Sequential cells coloured by netlist name:
Scale: 6 px per um. Other sequential cells in the stronger grey, the rest of the logic in the fainter grey.
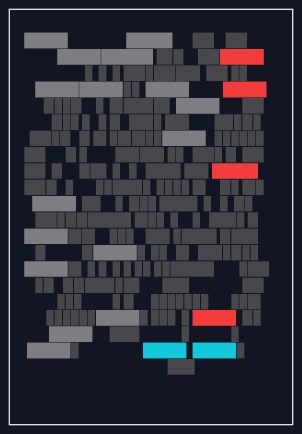
Supply network:
Scale: 6 px per um. Pins as bars on the die edge.
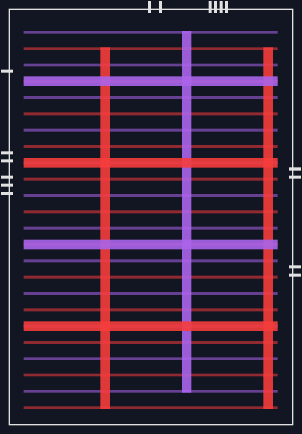
<file path="src/rtl/seq_tx_pkg.sv">
// Shared definitions for the serial pattern transmitter.
// State encoding is fixed here so checkers can decode the state register.
package seq_tx_pkg;

  localparam int STATE_W = 2;

  typedef enum logic [STATE_W-1:0] {
    ST_IDLE  = 2'd0,
    ST_SHIFT = 2'd1,
    ST_GAP   = 2'd2,
    ST_DONE  = 2'd3
  } tx_state_t;

endpackage

</file>
<file path="src/rtl/seq_pattern_tx.sv">
// Serial pattern transmitter: sends a captured PAT_W-bit pattern MSB-first,
// repeated a captured number of times, with optional idle gaps between reps.
module seq_pattern_tx
  import seq_tx_pkg::*;
#(
  parameter int PAT_W      = 4,
  parameter int REP_W      = 4,
  parameter int GAP_CYCLES = 2
) (
  input  logic             clk,
  input  logic             rst,
  input  logic             start,
  input  logic [PAT_W-1:0] pattern,
  input  logic [REP_W-1:0] reps,
  input  logic             abort,
  output logic             p1_out,
  output logic             bit_valid,
  output logic             busy,
  output logic             done
);

  localparam int CNT_W = $clog2(PAT_W);
  localparam int GAP_W = (GAP_CYCLES > 0) ? $clog2(GAP_CYCLES + 1) : 1;
  localparam logic [CNT_W-1:0] BIT_LAST = CNT_W'(PAT_W - 1);
  localparam logic [GAP_W-1:0] GAP_LAST = GAP_W'((GAP_CYCLES > 0) ? GAP_CYCLES - 1 : 0);

  // Handshake: start is accepted only while busy=0 (IDLE); once accepted,
  // busy stays high until the cycle after the one-cycle done pulse, or until
  // an abort returns the block to IDLE without a done pulse.

  tx_state_t        state, state_n;
  logic [PAT_W-1:0] shreg, shreg_n;
  logic [PAT_W-1:0] pat_q, pat_q_n;
  logic [REP_W-1:0] rem_reps, rem_reps_n;
  logic [CNT_W-1:0] bit_cnt, bit_cnt_n;
  logic [GAP_W-1:0] gap_cnt, gap_cnt_n;

  always_comb begin
    state_n    = state;
    shreg_n    = shreg;
    pat_q_n    = pat_q;
    rem_reps_n = rem_reps;
    bit_cnt_n  = bit_cnt;
    gap_cnt_n  = gap_cnt;
    case (state)
      ST_IDLE: begin
        if (start) begin
          if (reps != '0) begin
            pat_q_n    = pattern;
            shreg_n    = pattern;
            rem_reps_n = reps;
            bit_cnt_n  = '0;
            state_n    = ST_SHIFT;
          end else begin
            state_n = ST_DONE;
          end
        end
      end
      ST_SHIFT: begin
        if (abort) begin
          state_n = ST_IDLE;
        end else begin
          shreg_n   = {shreg[PAT_W-2:0], 1'b0};
          bit_cnt_n = bit_cnt + 1'b1;
          if (bit_cnt == BIT_LAST) begin
            // rem_reps still holds the count including the rep just finished
            rem_reps_n = rem_reps - 1'b1;
            bit_cnt_n  = '0;
            if (rem_reps == REP_W'(1)) begin
              state_n = ST_DONE;
            end else if (GAP_CYCLES > 0) begin
              gap_cnt_n = '0;
              state_n   = ST_GAP;
            end else begin
              shreg_n = pat_q;
            end
          end
        end
      end
      ST_GAP: begin
        if (abort) begin
          state_n = ST_IDLE;
        end else if (gap_cnt == GAP_LAST) begin
          shreg_n   = pat_q;
          bit_cnt_n = '0;
          gap_cnt_n = '0;
          state_n   = ST_SHIFT;
        end else begin
          gap_cnt_n = gap_cnt + 1'b1;
        end
      end
      ST_DONE: begin
        state_n = ST_IDLE;
      end
      default: begin
        state_n = ST_IDLE;
      end
    endcase
  end

  // Outputs are flopped from the next state so they align with the state
  // register: the first bit appears in the cycle right after start is taken.
  always_ff @(posedge clk) begin
    if (rst) begin
      state     <= ST_IDLE;
      shreg     <= '0;
      pat_q     <= '0;
      rem_reps  <= '0;
      bit_cnt   <= '0;
      gap_cnt   <= '0;
      p1_out    <= 1'b0;
      bit_valid <= 1'b0;
      busy      <= 1'b0;
      done      <= 1'b0;
    end else begin
      state     <= state_n;
      shreg     <= shreg_n;
      pat_q     <= pat_q_n;
      rem_reps  <= rem_reps_n;
      bit_cnt   <= bit_cnt_n;
      gap_cnt   <= gap_cnt_n;
      p1_out    <= (state_n == ST_SHIFT) & shreg_n[PAT_W-1];
      bit_valid <= (state_n == ST_SHIFT);
      busy      <= (state_n != ST_IDLE);
      done      <= (state_n == ST_DONE);
    end
  end

endmodule

</file>
<file path="config.mk">
export PLATFORM = sky130hd
export DESIGN_NAME = seq_pattern_tx
export DESIGN_NICKNAME = d
export VERILOG_FILES = /design/src/rtl/seq_tx_pkg.sv /design/src/rtl/seq_pattern_tx.sv
export SDC_FILE = /design/constraint.sdc
export NUM_CORES = 1
export LEC_CHECK = 0
export ABC_AREA = 1
export CAP_MARGIN = 15
export CORE_AREA = 2 2 45 67
export CTS_CLUSTER_SIZE = 20
export DETAILED_ROUTE_END_ITERATION = 8
export DIE_AREA = 0 0 47 69
export GPL_TIMING_DRIVEN = 0
export PLACE_DENSITY_LB_ADDON = 0.3
export SKIP_LAST_GASP = 1
export SYNTH_ARGS = -nofsm -noshare
export SYNTH_HDL_FRONTEND = slang
export SYNTH_SLANG_ARGS = --single-unit
</file>
<file path="constraint.sdc">
create_clock -name clk -period 1.4 [get_ports clk]
set_input_delay 0.14 -clock clk [delete_from_list [all_inputs] [get_ports clk]]
set_output_delay 0.14 -clock clk [all_outputs]
set_load 0.01 [all_outputs]
</file>
==> results.ini <==
[outcome]
outcome=complete, no violations

[power_and_ir_drop]
switchingPower_w=0.000419
p_clk_w=0.000452
p_total_w=0.00147
swShare_pct=28.5
p_comb_share_pct=21.4
internal-power_w=0.00105
seq_power_share_pct=47.8
power_density_nw_per_um2=918
pg_comb_w=0.000314
top_power_group=registers
seq-power_w=0.000702
p_leak_nw=0.728
pwr-share-clk_pct=30.8

[routing]
drtIter0Drc=27
drc=0
ant_nets=0
wl_met2_mm=1.61
wl_per_cell_um=11.5
drt-pass1-iter-count=4
drt-met1-wl_mm=1.11
wl_met3_um=87
vias=1241
wl_mm=2.86
via_per_inst=5.00

[setup_path]
cp_slowest_cell=dfxtp_2
crit_family=simple AND/OR/NAND/NOR gates
crit_path_end_kind=register
crit_arrival_ns=1.49
r2r_cells=9
crit_fanout=6
path_class=reg -> reg
cp.depth=9
required_ns=1.54
cp_common_cell=nand2_1
endpoint=bit_valid
r2r_start=state[1]
rr_endpoint=bit_valid
start_kind=register
critPathLaunch=state[1]
r2r_setup_slack_ns=0.05
cp_cell_sequence=buf_6, inv_2, nor2_4, buf_12, nand2_1, nand2_1, a21oi_4, nand2_1, nor2_1
cp.buffers_inverters=3

[grt]
grt_antenna_before_repair=0
grt_use_total_pct=19.5
grt_use_met3_pct=2.36
grt_pass1_vias=1179
grt_max_degree=13
grt_overflow_total=0
use_met1_pct=21.8
grt_pass1_wl_mm=4.74
grtUsageMet2_pct=34.7

[cells_and_area]
final_common_cell=nand2_1
area_delta_synth_final_pct=25.7
instances_no_fill=248
seq_share_pct=27.9
logic_area_um2=751
regArea_um2=447
biggestCellCategory=multi-input combinational cells
final_area_um2=1600
comb_cells=139
post-route-util_pct=60.4
clockNetworkAreaShare_pct=3.44
layout_top_cells=nand2_1 (48), nor2_1 (32), inv_1 (20), dfxtp_1 (19), clkdlybuf4s50_1 (15)
ff_count=22
nFillCells=249
num-clock-buffers=4
nonClockInverterCount=26
buffer_area_share_pct=12.5
comb_area_share_pct=46.9
fin_nets=228
antenna_cells=0
drive_above_1_share_pct=17.1
nNonClkBuffers=20

[synth]
ys_types=27
syn_nets=205
ys_sh_adder_pct=3.93
syn_inst=189
compound_area_share_pct=10.6
yosysTopAreaCellShare_pct=34.6
ys_ff=22
ys_sh_simple_pct=42.1
synth.avg_cell_area_um2=6.73
async_flop_share_pct=0
yosysWarnings=0
area_leaders=dfxtp_1 (35%), nand2_1 (15%), nor2_1 (9.7%)
logic_family=simple AND/OR/NAND/NOR gates
yosysTopAreaCell=dfxtp_1
yosys-stat-area_um2=1270
netlist_top_cells_count=nand2_1 (50), nor2_1 (33), dfxtp_1 (22), inv_1 (20), nand3_1 (14)
ff_type=dfxtp_1
xor_share_pct=0
synth_area_um2=1270
ys_cells=189
synth_top_cell_by_count=nand2_1
edf_count=0

[sta]
slew_violations=0
setup_tns_ns=0
final_hold_viol_count=0
max_freq_mhz=743
setup_viol=0
fin_worst_skew_ns=0.00445
finalCritPeriodShare_pct=96.1
tightest_slew_ns=0.497
whs_ns=0.470
fin_crit_ns=1.35
worst_slack_ns=0.0540
slew_headroom_pct=66.9

[cts]
cts_root_buf=clkbuf_8
post_cts_buffers=0
cts.path.max_buffers=2
clock_latency_ns=0.26
tritoncts=done
cts.sinks=22
cts_htree_levels=1
cts_buffers=3
post_cts_resized=1
path_clk_slew_ns=0.08

[die]
fp_util_pct=48.1
dieArea_um2=3240
die_w_um=47
rows=23
tapCellCount=37
num_io_pins=16

[placement]
placed_cells=241
gp_congestion=0.836
place_ws_ns=-0.118
dpl.hpwl_mm=2.19
placed_cell_area_um2=1470
io_buffers=15

[min_path]
whs_path_depth=2
holdCritStartpoint=pat_q[2]
hp-class=reg -> reg
min_to=pat_q[2]

[job]
tool_warnings=28
maxCapViolations=0

Notes on 'sequential cells coloured by netlist name' above:
colour	netlist name	flops
red	`rem_reps`	4
cyan	`bit_cnt`	2

Notes on 'supply network' above:
colour	net
purple	VDD
red	VSS
met5 straps	4
signal pins	16
rows	23
met4 straps	3
Die Y: 69 um
Peak VDD IR: 0.709 mV
core area: 2650 um2

Power figures rest on the tool's default switching activity, not on a simulated workload.
